===== src/rtl/squeeze_serializer.sv =====
// squeeze_serializer: output stage of the Haraka-S sponge.
// Accepts squeezed IN_WIDTH-bit rate blocks and emits them OUT_WIDTH bits per
// beat until out_len beats have been produced, requesting a new squeeze each
// time a block runs dry while beats are still owed.
// Optional build macro: SQUEEZE_MSB_FIRST_EN selects MSB-first beat order
// (default is LSB-first, matching the deserializer's packing).
module squeeze_serializer #(
  parameter int IN_WIDTH  = 256,
  parameter int OUT_WIDTH = 8,
  parameter int LEN_WIDTH = 16
) (
  input  logic                 clk,
  input  logic                 clear,
  input  logic                 start,
  input  logic [LEN_WIDTH-1:0] out_len,
  input  logic [IN_WIDTH-1:0]  block_in,
  input  logic                 block_valid,
  output logic                 block_ready,
  output logic [OUT_WIDTH-1:0] serial_out,
  output logic                 serial_valid,
  input  logic                 serial_ready,
  output logic                 squeeze_req,
  output logic                 done
);

  localparam int BEATS = IN_WIDTH / OUT_WIDTH;
  localparam int PKT_W = (BEATS > 1) ? $clog2(BEATS) : 1;

  typedef enum logic [1:0] {IDLE, WAIT_BLOCK, SHIFT, DONE} state_t;

  state_t               state;
  logic [IN_WIDTH-1:0]  shreg;
  logic [LEN_WIDTH-1:0] remaining;
  logic [PKT_W-1:0]     pkt;

  // The current beat is always the outgoing end of the shift register, so it
  // is stable for as long as the downstream stalls.
`ifdef SQUEEZE_MSB_FIRST_EN
  assign serial_out = shreg[IN_WIDTH-1 -: OUT_WIDTH];
`else
  assign serial_out = shreg[OUT_WIDTH-1:0];
`endif

  // Control FSM with registered handshake/pulse outputs; last-beat test is on
  // the pre-decrement count so remaining never wraps.
  always_ff @(posedge clk) begin
    if (clear) begin
      state        <= IDLE;
      shreg        <= '0;
      remaining    <= '0;
      pkt          <= '0;
      block_ready  <= 1'b0;
      serial_valid <= 1'b0;
      squeeze_req  <= 1'b0;
      done         <= 1'b0;
    end else begin
      squeeze_req <= 1'b0;
      done        <= 1'b0;
      case (state)
        IDLE: begin
          if (start) begin
            if (out_len == '0) begin
              state <= DONE;
              done  <= 1'b1;
            end else begin
              remaining   <= out_len;
              state       <= WAIT_BLOCK;
              block_ready <= 1'b1;
            end
          end
        end
        WAIT_BLOCK: begin
          if (block_valid && block_ready) begin
            shreg        <= block_in;
            pkt          <= '0;
            state        <= SHIFT;
            block_ready  <= 1'b0;
            serial_valid <= 1'b1;
          end
        end
        SHIFT: begin
          if (serial_valid && serial_ready) begin
`ifdef SQUEEZE_MSB_FIRST_EN
            shreg <= {shreg[IN_WIDTH-OUT_WIDTH-1:0], {OUT_WIDTH{1'b0}}};
`else
            shreg <= {{OUT_WIDTH{1'b0}}, shreg[IN_WIDTH-1:OUT_WIDTH]};
`endif
            remaining <= remaining - LEN_WIDTH'(1);
            pkt       <= pkt + PKT_W'(1);
            if (remaining == LEN_WIDTH'(1)) begin
              // Leftover bytes of this block are simply dropped.
              state        <= DONE;
              serial_valid <= 1'b0;
              done         <= 1'b1;
            end else if (pkt == PKT_W'(BEATS - 1)) begin
              state        <= WAIT_BLOCK;
              serial_valid <= 1'b0;
              block_ready  <= 1'b1;
              squeeze_req  <= 1'b1;
            end
          end
        end
        DONE: state <= IDLE;
        default: state <= IDLE;
      endcase
    end
  end

endmodule


===== config.mk =====
export PLATFORM = sky130hd
export DESIGN_NAME = squeeze_serializer
export DESIGN_NICKNAME = d
export VERILOG_FILES = /design/src/rtl/squeeze_serializer.sv
export SDC_FILE = /design/constraint.sdc
export NUM_CORES = 1
export LEC_CHECK = 0
export CAP_MARGIN = 20
export CORE_AREA = 10 10 189 191
export DETAILED_ROUTE_END_ITERATION = 16
export DIE_AREA = 0 0 199 201
export PLACE_DENSITY_LB_ADDON = 0.12
export RECOVER_POWER = 25
export SYNTH_ARGS = -nofsm -noshare
export SYNTH_HDL_FRONTEND = slang
export SYNTH_SLANG_ARGS = --single-unit

===== constraint.sdc =====
create_clock -name clk -period 2 [get_ports clk]
set_clock_uncertainty 0.05 [all_clocks]
set_input_delay 0.2 -clock clk [delete_from_list [all_inputs] [get_ports clk]]
set_output_delay 0.2 -clock clk [all_outputs]
set_load 0.02 [all_outputs]

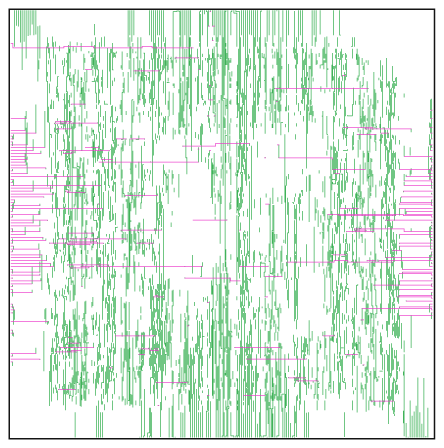
run_1/wires.png
Only two layers are drawn.
- metal 3: magenta (wire length 2300 µm)
- metal 2: green (wire length 18700 µm)
all-layer global routing usage: 19.3%
average wire length per cell after detail routing: 17.1 µm
via count: 12300
aggregate routed wire length: 39800 µm

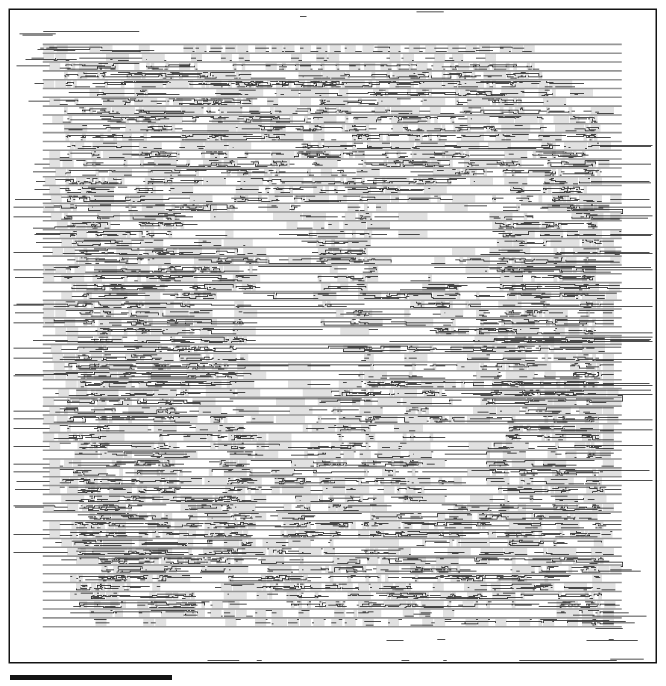
run_1/layer_met1.png
Scale bar: 50 µm. Supply wires on this layer in grey.
- longest straight run: 56.1 µm
- wire length on this layer: 18200 µm
global-route track usage on met1: 25.4%

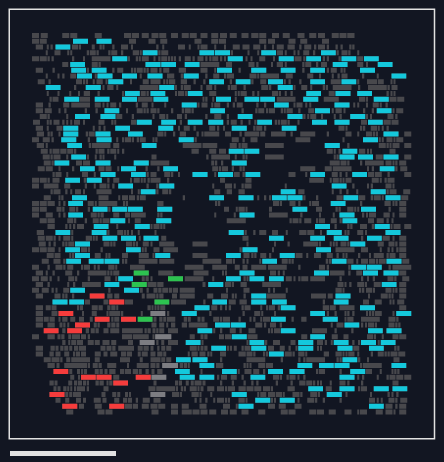
run_1/flops_by_reg.png
Scale bar: 50 µm.
- shreg: cyan (sequential cells 256; where spread over the die)
- remaining: red (sequential cells 16; where bottom left)
- pkt: green (sequential cells 5)
Seq group: 0.00613 W
sequential share of cell area: 32.3%
Util after Layout: 54.7%
combined flip-flop and latch cell area: 5670 µm²

==> reports/qor.log, run 1 <==
qor: synth.ys_seq_share 45.1%
qor: setup_path.critPathLaunchType flip-flop
qor: final_timing.worstMarginPinSlew 0.751 ns
qor: worst_hold_path.hold_class in -> reg
qor: finish.post_layout_nets 2173
qor: power_and_ir_drop.power_frac_comb 18.8%
qor: power_and_ir_drop.power_density 868 nW/µm²
qor: job.openroad.warnings 30
qor: setup_path.worstPathMaxFanout 7
qor: global_routing.met3_usage 4.01%
qor: final_timing.slew_headroom 50.0%
qor: clocking.clock_path_buffers 3
qor: synth.post_synth_instance_area 12600 µm²
qor: status.outcome complete, no violations
qor: global_routing.grt_util_met2 31.5%
qor: finish.layout_top_cells 518 x nand2_1, 281 x dfxtp_1, 276 x clkdlybuf4s50_1
qor: setup_path.worst-setup-path-type reg -> reg
qor: job.max_cap_viol_count 0
qor: final_timing.layout_min_cycle_time 1.91 ns
qor: clocking.cts_hold_buf 0
qor: synth.synthTopCellsByArea dfxtp_1 45%, a311oi_1 17%, nand2_1 16%, nor2_1 8.1%, clkbuf_1 2.8%
qor: finish.logic_area 6180 µm²
qor: floorplan.boundaryPins 289
qor: global_routing.grt_antenna_before_repair 1
qor: global_routing.first_global_vias 12100
qor: floorplan.die_height 201 µm
qor: final_timing.layout_worst_path_cycle_share 95.5%
qor: power_and_ir_drop.power.net_switching 0.00404 W
qor: power_and_ir_drop.total_internal_power 0.0112 W
qor: final_timing.rsz0062_at_grt yes
qor: synth.syn_inst 1637
## run 1: cell usage after synthesis, types with 3 or more instances
cell	n
nand2_1	519
dfxtp_1	283
nor2_1	271
a311oi_1	248
clkbuf_1	95
buf_2	51
a21oi_1	34
buf_4	18
o21ai_0	18
nand3_1	16
nor3_1	7
nor4_1	7
nor2b_1	6
a211oi_1	5
nand2b_1	5
xor2_1	5
ha_1	4
inv_1	3
or3_1	3
or4_1	3
## run 1: power groups by stage
stage / logic [W] / clock network, W / registers, W
global route: 0.00316 / 0.00660 / 0.00617
global placement: 0.00280 / 0 / 0.00624
CTS: 0.00285 / 0.00639 / 0.00613
floorplan: 0.00158 / 0 / 0.00620
finish: 0.00285 / 0.00622 / 0.00613
detailed placement: 0.00282 / 0 / 0.00625
## run 1: critical path, stage by stage (launching register included)
cell	delay, ns
dfxtp_1	0.32
or4_4	0.53
buf_6	0.16
o41ai_4	0.40
o21ai_1	0.10
a21oi_1	0.15
nor3_1	0.05
## run 1: logic make-up after synthesis
group                      count (synthesis)  synth area share [%]
xor gates and xnor gates                   5                 0.349
buffers and inverters                    169                  6.15
AOI/OAI and AO/OA                        321                  20.9
and+or+nand+nor                          854                  27.0
DFF                                      283                  45.1
adders and majority gates                  4                 0.398
muxes                                      1                0.0896
## run 1: registers in the layout, indices dropped and copies added, names as in the netlist
name          cells
shreg           256
remaining        16
pkt               5
state             2
block_ready       1
done              1
serial_valid      1
squeeze_req       1
## run 1: layout make-up
class	instances	area share [%]
Timing Repair Buffer	385	22.8
Antenna cell	1	0.0143
Multi-Input combinational cell	1185	35.3
Clock inverter	5	0.286
Sequential cell	283	32.3
Inverter	3	0.0643
Clock buffer	54	6.28
Tap cell	408	2.91
## run 1: metrics by stage
stage	hold WS [ns]	worst slack [ns]
after global routing	0.217	-0.00612
after detailed placement	0.405	-0.203
after floorplan	0.286	0.103
after global placement	0.396	-0.121
after CTS	0.182	0.0218
final	0.202	0.0896
## run 1: routing by layer
layer | up-vias | part of all wire [%]
met5 | - | 0
met4 | 0 | 1.7
met3 | 43 | 5.8
met2 | 307 | 47
met1 | 5727 | 46
li1 | 6243 | -
## run 1: timing repair
item,4_1_cts,5_1_grt
setup endpoints to repair,40,134
gates resized,2,10
buffers inserted,3,1
pin swaps,0,3
## run 1: worst paths after layout
| check | from | end | depth (start not counted) |
|---|---|---|---|
| max | remaining[4]$_SDFFE_PP0P_ | block_ready$_SDFFE_PP0P_ | 6 |
| min | block_in[254] | shreg[254]$_SDFFE_PP0P_ | 3 |
| max reg2reg | remaining[4]$_SDFFE_PP0P_ | block_ready$_SDFFE_PP0P_ | 6 |
| min reg2reg | pkt[4]$_SDFFE_PP0P_ | pkt[4]$_SDFFE_PP0P_ | 2 |
==> run 1 -> run 2 <==
Settings changed: CTS_CLUSTER_SIZE from default to 24, GPL_ROUTABILITY_DRIVEN from default to 0.
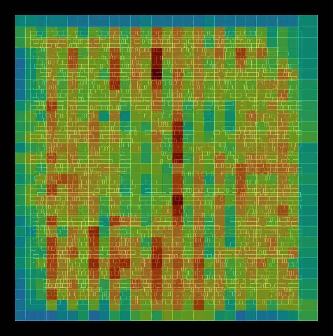
run_2/congestion.png
layer with the highest usage after global routing: met2
global routing met2 resource utilization: 31.5%
global-route track usage on met3: 4.01%

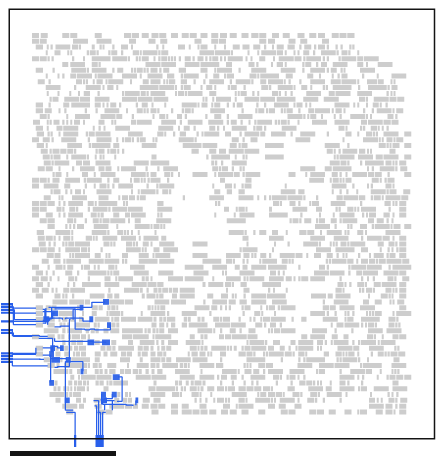
run_2/io_fan.png
Scale bar: 50 µm.
- out_len: blue (bits 16; direction input; edge 11 left, 5 bottom; end cells 21; buffers 23; wire 594 µm)
I/O Buffers: 288
count of pins on the block boundary: 289

==> run 2 against run 1 <==
- final cell count is the same
- area after synthesis is the same
- global-route usage is the same
- first-iteration DRC count is the same
- clock power is essentially flat
- register-to-register slack is essentially flat
- hold slack is the same
- setup slack is the same
- critical path depth is the same
- highest routed layer unchanged
==> reports/qor.log, run 2 <==
qor: finish.ff_latch_area 5670 µm² [unchanged]
qor: synth.most_common_cell nand2_1
qor: synth.synth.logic.top_family simple AND/OR/NAND/NOR gates
qor: finish.logic_area 6180 µm² [unchanged]
qor: clocking.clock_path_buffers 3 [unchanged]
qor: setup_path.critPathLaunchType flip-flop
qor: final_timing.layout_min_cycle_time 1.91 ns [unchanged]
qor: worst_hold_path.hold_class in -> reg
qor: clocking.htree_num_levels 2
qor: final_timing.layout_worst_path_cycle_share 95.5% [unchanged]
qor: final_timing.rsz0062_at_grt yes
qor: worst_hold_path.min_delay_path_depth 3 [unchanged]
qor: synth.ys_seq_share 45.1% [unchanged]
qor: setup_path.worst-r2r-cell-count 6 [unchanged]
qor: status.outcome complete, no violations
qor: global_routing.grt_antenna_before_repair 1 [unchanged]
qor: route.wire_per_inst 17.1 µm [unchanged]
qor: global_routing.first_global_vias 12100 [unchanged]
qor: synth.syn_inst 1637 [unchanged]
qor: setup_path.critical_path_stages 6 [unchanged]
qor: finish.layout_top_cell_excl_fill_tap nand2_1
qor: finish.largest_reg_flops 256 [unchanged]
qor: job.openroad.warnings 30 [unchanged]
qor: clocking.cts_hold_buf 0 [unchanged]
qor: power_and_ir_drop.power_density 868 nW/µm² [unchanged]
qor: final_timing.slew_headroom 50.0% [unchanged]
qor: final_timing.worstMarginPinSlew 0.751 ns [unchanged]
qor: finish.register_with_the_most_flip_flops shreg
qor: finish.layout_top_cells 518 x nand2_1, 281 x dfxtp_1, 276 x clkdlybuf4s50_1
qor: setup_path.critical_path.n_buffers_inverters 1 [unchanged]
qor: job.max_cap_viol_count 0 [unchanged]
qor: synth.synthTopCellsByArea dfxtp_1 45%, a311oi_1 17%, nand2_1 16%, nor2_1 8.1%, clkbuf_1 2.8%
qor: floorplan.die_height 201 µm [unchanged]
qor: setup_path.path_delay_family AND-OR/OR-AND gates
qor: synth.mux_share 0.0896% [unchanged]
qor: setup_path.worstPathMaxFanout 7 [unchanged]
qor: setup_path.worst-setup-path-type reg -> reg
qor: route.drt-initial-drc-count 792
qor: route.totalWireLength 39800 µm [unchanged]
qor: synth.area_fraction_in_full_adders_half_adders_and_majority_gates 0.398% [unchanged]
qor: setup_path.cpPeakStageDelay 0.53 ns [about the same]
qor: global_routing.grtUsageMet1 25.4% [unchanged]
qor: synth.post_synth_and_or_nand_nor_area_fraction 27.0% [unchanged]
-- run 2: cell counts in the layout (fill, tap and decap cells not counted) --
Identical to the previous run, type by type.
-- run 2: path summary, 6_finish.rpt --
check / start / endpoint / slack [ns]
setup / recovery: remaining[4]$_SDFFE_PP0P_ / block_ready$_SDFFE_PP0P_ / 0.09
hold / removal: block_in[254] / shreg[254]$_SDFFE_PP0P_ / 0.20
setup reg to reg: remaining[4]$_SDFFE_PP0P_ / block_ready$_SDFFE_PP0P_ / 0.09
hold reg to reg: pkt[4]$_SDFFE_PP0P_ / pkt[4]$_SDFFE_PP0P_ / 0.41
-- run 2: final cells by class --
cell class | instances | area share (%)
flip-flops and latches | 283 | 32.3
clock buffers | 54 | 6.28
well taps | 408 | 2.91
clock inverters | 5 | 0.286
inverters | 3 | 0.0643
multi-input cells | 1185 | 35.3
repair buffers | 385 | 22.8
diodes | 1 | 0.0143
-- run 2: timing repair --
item	CTS	global route
pin swaps	0	3
endpoints found under the setup margin	40	134
gates resized	2	10
buffers inserted	3	1
-- run 2: routing by layer --
layer / vias to the layer above / share of wire (%)
met4: 0 / 1.7
met1: 5727 / 46
met3: 43 / 5.8
met5: - / 0
met2: 307 / 47
li1: 6243 / -
-- run 2: logic make-up after synthesis --
| logic type | Yosys count |
|---|---|
| and+or+nand+nor | 854 |
| AOI/OAI and AO/OA | 321 |
| DFF | 283 |
| buffers and inverters | 169 |
| xor gates and xnor gates | 5 |
| adders and majority gates | 4 |
| muxes | 1 |
-- run 2: stage by stage --
stage | total power, W | hold WS (ns) | cells | setup slack, ns
after floorplan | 0.00777 | 0.286 | 1637 | 0.103
after global placement | 0.00904 | 0.396 | 2260 | -0.121
after detailed placement | 0.00907 | 0.405 | 2260 | -0.203
after CTS | 0.0154 | 0.182 | 2322 | 0.0218
after global routing | 0.0159 | 0.217 | 2324 | -0.00612
final | 0.0152 | 0.202 | 2324 | 0.0896
-- run 2: tightest hold or removal path: stages --
cell and delay [ns]:
clkdlybuf4s50_1 0.39, nand2_1 0.05, a21oi_1 0.05
-- run 2: report_power, final --
part	switching, W	internal [W]	total (W)
Sequential	0.000190	0.00594	0.00613
Clock	0.00234	0.00388	0.00622
Combinational	0.00151	0.00135	0.00285
Total	0.00404	0.0112	0.0152
==> run 2 -> run 3 <==
Settings changed: ABC_AREA from default to 1, CORE_AREA 10 10 189 191 to 10 10 188 190, DIE_AREA 0 0 199 201 to 0 0 198 200.
Clock period 2 ns to 1.6 ns, I/O delays scaled along.
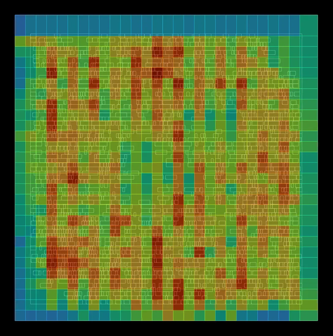
run_3/congestion.png
global-route track usage on met1: 26.0%
average wire length per cell after detail routing: 16.9 µm

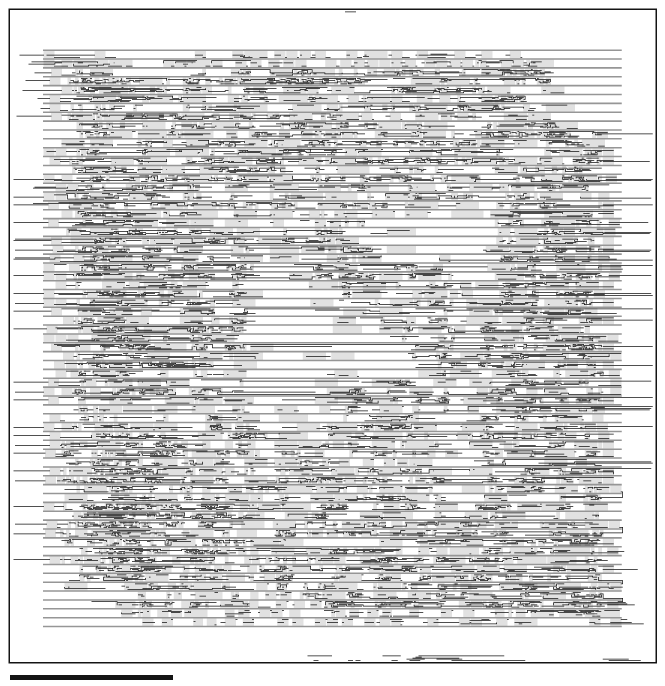
run_3/layer_met1.png
Scale bar: 50 µm. Supply wires on this layer in grey.
- main direction: horizontal
- nets with wire on the layer: 2122
via count: 12800
aggregate routed wire length: 41300 µm

==> run 3 against run 2 <==
- the run now ends with setup timing left
- sequential share of layout area decreased by 0.95 points
- via count is 3.7% higher
- combinational power rose to 5.4 times the previous value
- core utilization rose by 2.9 points
- register-to-register slack got worse by 0.15 ns
- area after synthesis down 0.26%
==> reports/qor.log, run 3 <==
qor: global_routing.grt_antenna_before_repair 4 [+3]
qor: worst_hold_path.hold_class in -> reg
qor: floorplan.boundaryPins 289 [unchanged]
qor: finish.largest_reg_flops 256 [unchanged]
qor: finish.register_with_the_most_flip_flops shreg
qor: finish.ff_latch_area 5680 µm² [+0.15%]
qor: final_timing.final_critical_path_setup_slack -0.0634 ns [-0.153 ns]
qor: clocking.htree_num_levels 2 [unchanged]
qor: synth.mux_share 0% [-0.090 points]
qor: synth.post_synth_and_or_nand_nor_area_fraction 21.6% [-5.4 points]
qor: finish.layout_top_cell_excl_fill_tap nand2_1
qor: finish.layout_top_cells 580 x nand2_1, 278 x dfxtp_1, 276 x clkdlybuf4s50_1
qor: synth.ys_seq_share 45.2% [+0.12 points]
qor: clocking.clock_path_buffers 3 [unchanged]
qor: final_timing.final-setup-viol-count 112
qor: setup_path.path_delay_family simple AND/OR/NAND/NOR gates
qor: route.drt-initial-drc-count 879 [+11%]
qor: synth.synth.logic.top_family AND-OR/OR-AND gates
qor: synth.most_common_cell nand2_1
qor: job.openroad.warnings 29 [-3.3%]
qor: final_timing.rsz0062_at_grt yes
qor: final_timing.layout_min_cycle_time 1.66 ns [-0.247 ns]
qor: job.max_cap_viol_count 0 [unchanged]
qor: placement.post_placement_worst_setup_slack -0.305 ns [-0.102 ns]
qor: final_timing.worstMarginPinSlew 0.348 ns [-0.403 ns]
qor: global_routing.first_global_vias 12300 [+2.4%]
qor: setup_path.worst-setup-path-type reg -> reg
qor: setup_path.critical_path.n_buffers_inverters 3 [+2]
qor: finish.logic_area 6170 µm² [about the same]
qor: status.outcome finished, violations left
qor: power_and_ir_drop.power_density 1940 nW/µm² [+120%]
qor: status.failed_checks setup timing
[run 3: netlist changes by cell type after synthesis, moves of 6 or more]
cell | previous run | this run
a21oi_1 | 34 | 28
nand3_1 | 16 | 38
a311oi_1 | 248 | 0
o21ai_0 | 18 | 88
a31oi_1 | 2 | 250
buf_6 | 1 | 16
o21ai_1 | 1 | 184
clkbuf_1 | 95 | 65
nor2_1 | 271 | 56
nor2b_1 | 6 | 0
nand2_1 | 519 | 583
nor4_1 | 7 | 1
inv_1 | 3 | 37
[run 3: cell type report]
type | count | share of cell area [%]
antenna | 6 | 0.0830
clock buffer | 58 | 5.83
clock inverter | 3 | 0.221
inverter | 41 | 1.01
multi-input combinational | 1251 | 34.1
sequential | 283 | 31.4
tap | 402 | 2.78
timing repair buffer | 406 | 24.5
[run 3: path summary, 6_finish.rpt]
path	start	endpoint	slack (ns)	cells after the start
min	block_in[168]	shreg[168]$_SDFFE_PP0P_	0.17	3
min reg2reg	shreg[251]$_SDFFE_PP0P_	shreg[251]$_SDFFE_PP0P_	0.41	2
max	state[1]$_SDFFE_PP0P_	pkt[3]$_SDFFE_PP0P_	-0.06	8
max reg2reg	state[1]$_SDFFE_PP0P_	pkt[3]$_SDFFE_PP0P_	-0.06	8
[run 3: logic make-up after synthesis]
kind of cell             Yosys count
AND/OR/NAND/NOR                  695
buffers and inverters            199
flip-flops                       283
adder cells (fa/ha/maj)            4
AND-OR/OR-AND                    552
[run 3: stage by stage]
stage | total power [W] | hold WS (ns) | cells
2_1_floorplan | 0.0209 | 0.271 | 1733
3_3_place_gp | 0.0251 | 0.405 | 2356
3_5_place_dp | 0.0254 | 0.405 | 2356
4_1_cts | 0.0334 | 0.162 | 2425
5_1_grt | 0.0377 | 0.177 | 2448
6_report | 0.0351 | 0.173 | 2450
[run 3: timing repair]
action                     CTS  global route
setup buffers                7            11
cloned                       1             8
setup endpoints to repair  284           277
hold buffers                 0             0
pin swaps                    3            17
resized                     46           136
[run 3: tightest hold or removal path, delay by kind of cell]
family	cells	cell delay [ns]
compound gates	1	0.07
simple gates	1	0.06
buf+inv	1	0.39
[run 3: layer usage]
| layer | wire (µm) | GRT usage, % | vias up |
|---|---|---|---|
| met2 | 19600 | 32.0 | 327 |
| met1 | 18400 | 26.0 | 5875 |
| met4 | 696 | 4.93 | 0 |
| met3 | 2560 | 3.80 | 49 |
| li1 | - | - | 6527 |
| met5 | 0 | 0 | - |
[run 3: report_power, final]
group	internal, W	switching (W)	leakage [nW]
combinational	0.00687	0.00856	4.32
clock	0.00463	0.00296	0.533
sequential	0.0102	0.00191	2.33
total	0.0216	0.0134	7.18
Power figures rest on the tool's default switching activity, not on a simulated workload.
